$ cat src/rtl/lsu_pkg.sv
// Shared types and helpers for the load/store unit: FSM states, access-size
// encodings and the alignment rule applied to incoming requests.
package lsu_pkg;

   typedef enum logic [2:0] {
      IDLE,
      STORE,
      LOAD_ADDR,
      LOAD_DATA,
      RESP
   } lsu_state_t;

   localparam logic [1:0] MODE_WORD = 2'b00;
   localparam logic [1:0] MODE_HALF = 2'b10;
   localparam logic [1:0] MODE_BYTE = 2'b11;

   // Modes 00 and 01 are both word accesses, so only mode[1] separates word from sub-word.
   function automatic logic is_misaligned(input logic [1:0] mode, input logic [1:0] offset);
      logic bad;
      bad = 1'b0;
      if (mode == MODE_HALF)
         bad = offset[0];
      else if (!mode[1])
         bad = (offset != 2'b00);
      return bad;
   endfunction

endpackage

$ cat src/rtl/load_store_unit_extract.sv
// Combinational lane select and sign/zero extension of a registered memory word
// for byte, halfword and word loads.
module load_extract
   import lsu_pkg::*;
(
   input  logic [31:0] word,
   input  logic [1:0]  offset,
   input  logic [1:0]  mode,
   input  logic        is_unsigned,
   output logic [31:0] result
);

   function automatic logic [31:0] extend_byte(input logic [7:0] b, input logic zext);
      logic signed [7:0]  b_s;
      logic signed [31:0] wide_s;
      b_s    = b;
      wide_s = {{24{b_s[7]}}, b_s};
      return zext ? {24'h0, b} : wide_s;
   endfunction

   function automatic logic [31:0] extend_half(input logic [15:0] h, input logic zext);
      logic signed [15:0] h_s;
      logic signed [31:0] wide_s;
      h_s    = h;
      wide_s = {{16{h_s[15]}}, h_s};
      return zext ? {16'h0, h} : wide_s;
   endfunction

   logic [7:0]  lane_byte;
   logic [15:0] lane_half;

   always_comb begin
      lane_byte = word[7:0];
      case (offset)
         2'b00:   lane_byte = word[7:0];
         2'b01:   lane_byte = word[15:8];
         2'b10:   lane_byte = word[23:16];
         default: lane_byte = word[31:24];
      endcase
      lane_half = offset[1] ? word[31:16] : word[15:0];

      result = word;
      if (mode == MODE_BYTE)
         result = extend_byte(lane_byte, is_unsigned);
      else if (mode == MODE_HALF)
         result = extend_half(lane_half, is_unsigned);
   end

endmodule

$ cat src/rtl/load_store_unit.sv
// Single-outstanding load/store controller driving the write port and one read
// port of the byte-banked memory; rejects misaligned accesses without issuing them.
module load_store_unit
   import lsu_pkg::*;
#(
   parameter int ADDRESS_WIDTH = 8
) (
   input  logic                     clock_in,
   input  logic                     reset_in,
   input  logic                     req_in,
   input  logic                     we_in,
   input  logic [1:0]               memMode_in,
   input  logic                     unsigned_in,
   input  logic [ADDRESS_WIDTH-1:0] address_in,
   input  logic [31:0]              store_data_in,
   output logic                     ready_out,
   output logic                     done_out,
   output logic                     error_out,
   output logic [31:0]              load_data_out,
   output logic                     mem_write_out,
   output logic [1:0]               mem_memMode_out,
   output logic [ADDRESS_WIDTH-1:0] mem_write_address_out,
   output logic [31:0]              mem_write_data_out,
   output logic [ADDRESS_WIDTH-1:0] mem_read_address_out,
   output logic                     mem_read_en_out,
   input  logic [31:0]              mem_read_data_in
);

   lsu_state_t state, state_next;

   logic                     accept;
   logic                     misaligned;
   logic                     req_we_p1;
   logic [1:0]               req_mode_p1;
   logic                     req_unsigned_p1;
   logic [ADDRESS_WIDTH-1:0] req_addr_p1;
   logic [31:0]              req_data_p1;
   logic                     error_p2;
   logic [31:0]              load_data_p2;
   logic [31:0]              extracted;

   assign misaligned = is_misaligned(memMode_in, address_in[1:0]);

   always_ff @(posedge clock_in) begin
      if (reset_in)
         state <= IDLE;
      else
         state <= state_next;
   end

   always_comb begin
      state_next      = state;
      accept          = 1'b0;
      ready_out       = 1'b0;
      done_out        = 1'b0;
      mem_write_out   = 1'b0;
      mem_read_en_out = 1'b0;
      case (state)
         IDLE: begin
            ready_out = 1'b1;
            if (req_in) begin
               accept = 1'b1;
               if (misaligned)
                  state_next = RESP;
               else if (we_in)
                  state_next = STORE;
               else
                  state_next = LOAD_ADDR;
            end
         end
         STORE: begin
            mem_write_out = 1'b1;
            state_next    = RESP;
         end
         LOAD_ADDR: state_next = LOAD_DATA;
         LOAD_DATA: begin
            mem_read_en_out = 1'b1;
            state_next      = RESP;
         end
         RESP: begin
            done_out   = 1'b1;
            state_next = IDLE;
         end
         default: state_next = IDLE;
      endcase
   end

   // Stage p1: accepted request, held stable until the unit returns to IDLE
   always_ff @(posedge clock_in) begin
      if (reset_in) begin
         req_we_p1       <= 1'b0;
         req_mode_p1     <= 2'b00;
         req_unsigned_p1 <= 1'b0;
         req_addr_p1     <= '0;
         req_data_p1     <= 32'h0;
      end else if (accept) begin
         req_we_p1       <= we_in;
         req_mode_p1     <= memMode_in;
         req_unsigned_p1 <= unsigned_in;
         req_addr_p1     <= address_in;
         req_data_p1     <= store_data_in;
      end
   end

   assign mem_memMode_out       = req_mode_p1;
   assign mem_write_address_out = req_addr_p1;
   assign mem_write_data_out    = req_data_p1;
   assign mem_read_address_out  = req_addr_p1;

   load_extract u_extract (
      .word        (mem_read_data_in),
      .offset      (req_addr_p1[1:0]),
      .mode        (req_mode_p1),
      .is_unsigned (req_unsigned_p1),
      .result      (extracted)
   );

   // Stage p2: completion status and load result, updated on the edge entering RESP
   always_ff @(posedge clock_in) begin
      if (reset_in) begin
         error_p2     <= 1'b0;
         load_data_p2 <= 32'h0;
      end else begin
         if (accept && misaligned)
            error_p2 <= 1'b1;
         else if (state == STORE || state == LOAD_DATA)
            error_p2 <= 1'b0;
         if (state == LOAD_DATA && !req_we_p1)
            load_data_p2 <= extracted;
      end
   end

   assign error_out     = error_p2;
   assign load_data_out = load_data_p2;

endmodule
$ cat config.mk
export PLATFORM = sky130hd
export DESIGN_NAME = load_store_unit
export DESIGN_NICKNAME = d
export VERILOG_FILES = /design/src/rtl/lsu_pkg.sv /design/src/rtl/load_store_unit_extract.sv /design/src/rtl/load_store_unit.sv
export SDC_FILE = /design/constraint.sdc
export NUM_CORES = 1
export LEC_CHECK = 0
export CAP_MARGIN = 20
export CORE_ASPECT_RATIO = 0.6
export CORE_MARGIN = 2
export CORE_UTILIZATION = 41
export DETAILED_ROUTE_END_ITERATION = 6
export PLACE_DENSITY_LB_ADDON = 0.08
export SYNTH_ARGS = -nofsm -noshare
export SYNTH_HDL_FRONTEND = slang
export SYNTH_SLANG_ARGS = --single-unit
$ cat constraint.sdc
create_clock -name clock_in -period 2 [get_ports clock_in]
set_input_delay 0.3 -clock clock_in [delete_from_list [all_inputs] [get_ports clock_in]]
set_output_delay 0.3 -clock clock_in [all_outputs]
set_load 0.01 [all_outputs]
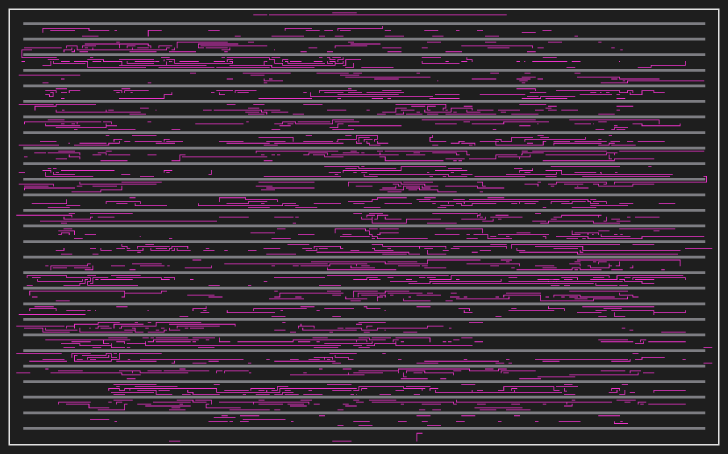
**Above:** met1 routing.
Supply wires on this layer in grey.
The wires run mostly horizontal. 565 nets have wire on it. The layer carries 4,520 um of wire.
via count: 3,478
drt total wl: 10,500 um

==> flow_metrics.tcl <==
# implementation run metrics
set metrics [dict create \
    status "finished clean" \
    seq_cells 80 \
    dpl_worst_slack_ns 0.1221 \
    top_layer_used "met4" \
    rr_startpoint "mem_read_address_out[1]$_SDFFE_PP0P_" \
    die_w_um 123.7 \
    fin_util_pct 65.80 \
    crit_fanout 6 \
    clockBufferDepth 2 \
    reg2reg_slack_ns 0.34 \
    reg2reg_to "load_data_out[13]$_SDFFE_PP0P_" \
    yosys_cells 423 \
    hold_path_class "in2reg" \
    ys_seq_share_pct 45.45 \
    fp-row-count 26 \
    syn_to_final_growth_pct 57.35 \
    setup_viol 0 \
    yosysWarnings 0 \
    powerDensity_nw_per_um2 740.7 \
    avgSynthCellArea_um2 8.330 \
    fp_nets 502 \
    flop_area_um2 1603 \
    warnings 26 \
    worstSetupStartpointType "register" \
    slew_violations 0 \
    hold-worst-slack_ns 0.4215 \
    num-nets-final 653 \
    hpwl_um 7536 \
    multiInputCombCellCount 299 \
    rsz0062_at_grt "no" \
    synthDistinctLibCells 33 \
    dpl_cell_area_um2 5238 \
    grt_pass1_vias 3159 \
    worst-setup-path-type "reg2out" \
    power_w 0.004107 \
    maxCapViolCount 0 \
    switching_share_pct 25.55 \
    most-common-layout-cells "clkdlybuf4s50_1, nand2_1, dfxtp_1" \
    n_tap_cell 112 \
    grt_pass1_wl_um 15820 \
    final-comb-area_um2 1704 \
    fp_util_pct 41.82 \
    antenna_found_initial 0 \
    internal-power_w 0.003057 \
    yosysMostFrequentCell "nand2_1" \
    inverters_excl_clock 4 \
    clockBufferCount 9 \
    ys_area_um2 3523 \
    io_buffers 165 \
    numCtsBuffers 9 \
    fin_crit_sh_pct 93.20 \
    io_pins 166 \
    coreArea_um2 8426 \
    num-fill-cells 681 \
    min_from "reset_in" \
    first_iter_violations 179 \
    p_sw_w 0.001049 \
    clockRootBuffer "clkbuf_16" \
    cts_hold_buf 0 \
    met2_length_um 4833 \
    htreeDepth 3 \
    top_cells_by_area "dfxtp_1, nand2_1, a21oi_1" \
    largest_area_cell "dfxtp_1" \
    postCtsSetupBuffers 0 \
    hold_viol 0 \
    dieArea_um2 9375 \
    num_antenna_cells 0 \
    tightest_slew_ns 0.4791 \
    wirelength_met1_um 4522 \
    ys_ff 80 \
    cts_tree "built" \
    gp_congestion 0.8530 \
    power_frac_clock_pct 39.7 \
    vdd_drop_max_mv 0.5180 \
    yosys_most_used_dff "dfxtp_1" \
    combPwrFrac_pct 18.3 \
    met3_usage_pct 8.683 \
    ctsResizeCount 0 \
    critical_path.endpoint "mem_write_out" \
    finalInstanceArea_um2 5544 \
    yosys-top-cells-count "nand2_1, dfxtp_1, nor2_1, a21oi_1, a211oi_1" \
    clk_pin_slew_ns 0.06 \
]
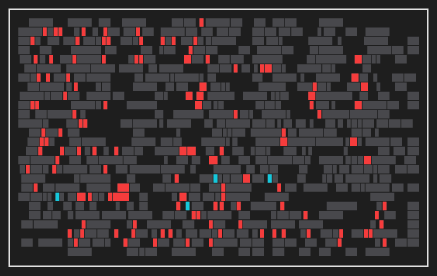
**Above:** gate families picked out.
Key: cyan = inv cells [cells 4, most used inv_1]; red = nand cells [cells 120, most used nand2_1, where spread over the die]
non-filler cells, final: 691
most common logic cell in the routed design: clkdlybuf4s50_1

==> kinds of logic (layout without fill, tap and decap cells) <==
kind of cell | after synthesis | in the layout | synth area share (%)
AND-OR/OR-AND | 101 | 101 | 18.57
buffers and inverters | 44 | 200 | 6.676
flip-flops | 80 | 80 | 45.45
multiplexers | 18 | 18 | 7.848
AND/OR/NAND/NOR | 180 | 180 | 21.45
==> worst max-delay path: stages (launching register included) <==
cell and delay [ns]:
dfxtp_1 0.47, nand2b_4 0.11, nor2_1 0.11, clkdlybuf4s50_1 0.54
==> power groups by stage <==
stage               clock network [W]  logic [W]  registers (W)
floorplan                           0   0.000321        0.00178
global placement                    0   0.000739        0.00176
detailed placement                  0   0.000748        0.00176
CTS                           0.00167   0.000755        0.00172
global route                  0.00173   0.000817        0.00174
finish                        0.00163   0.000751        0.00173
Power figures rest on the tool's default switching activity, not on a simulated workload.
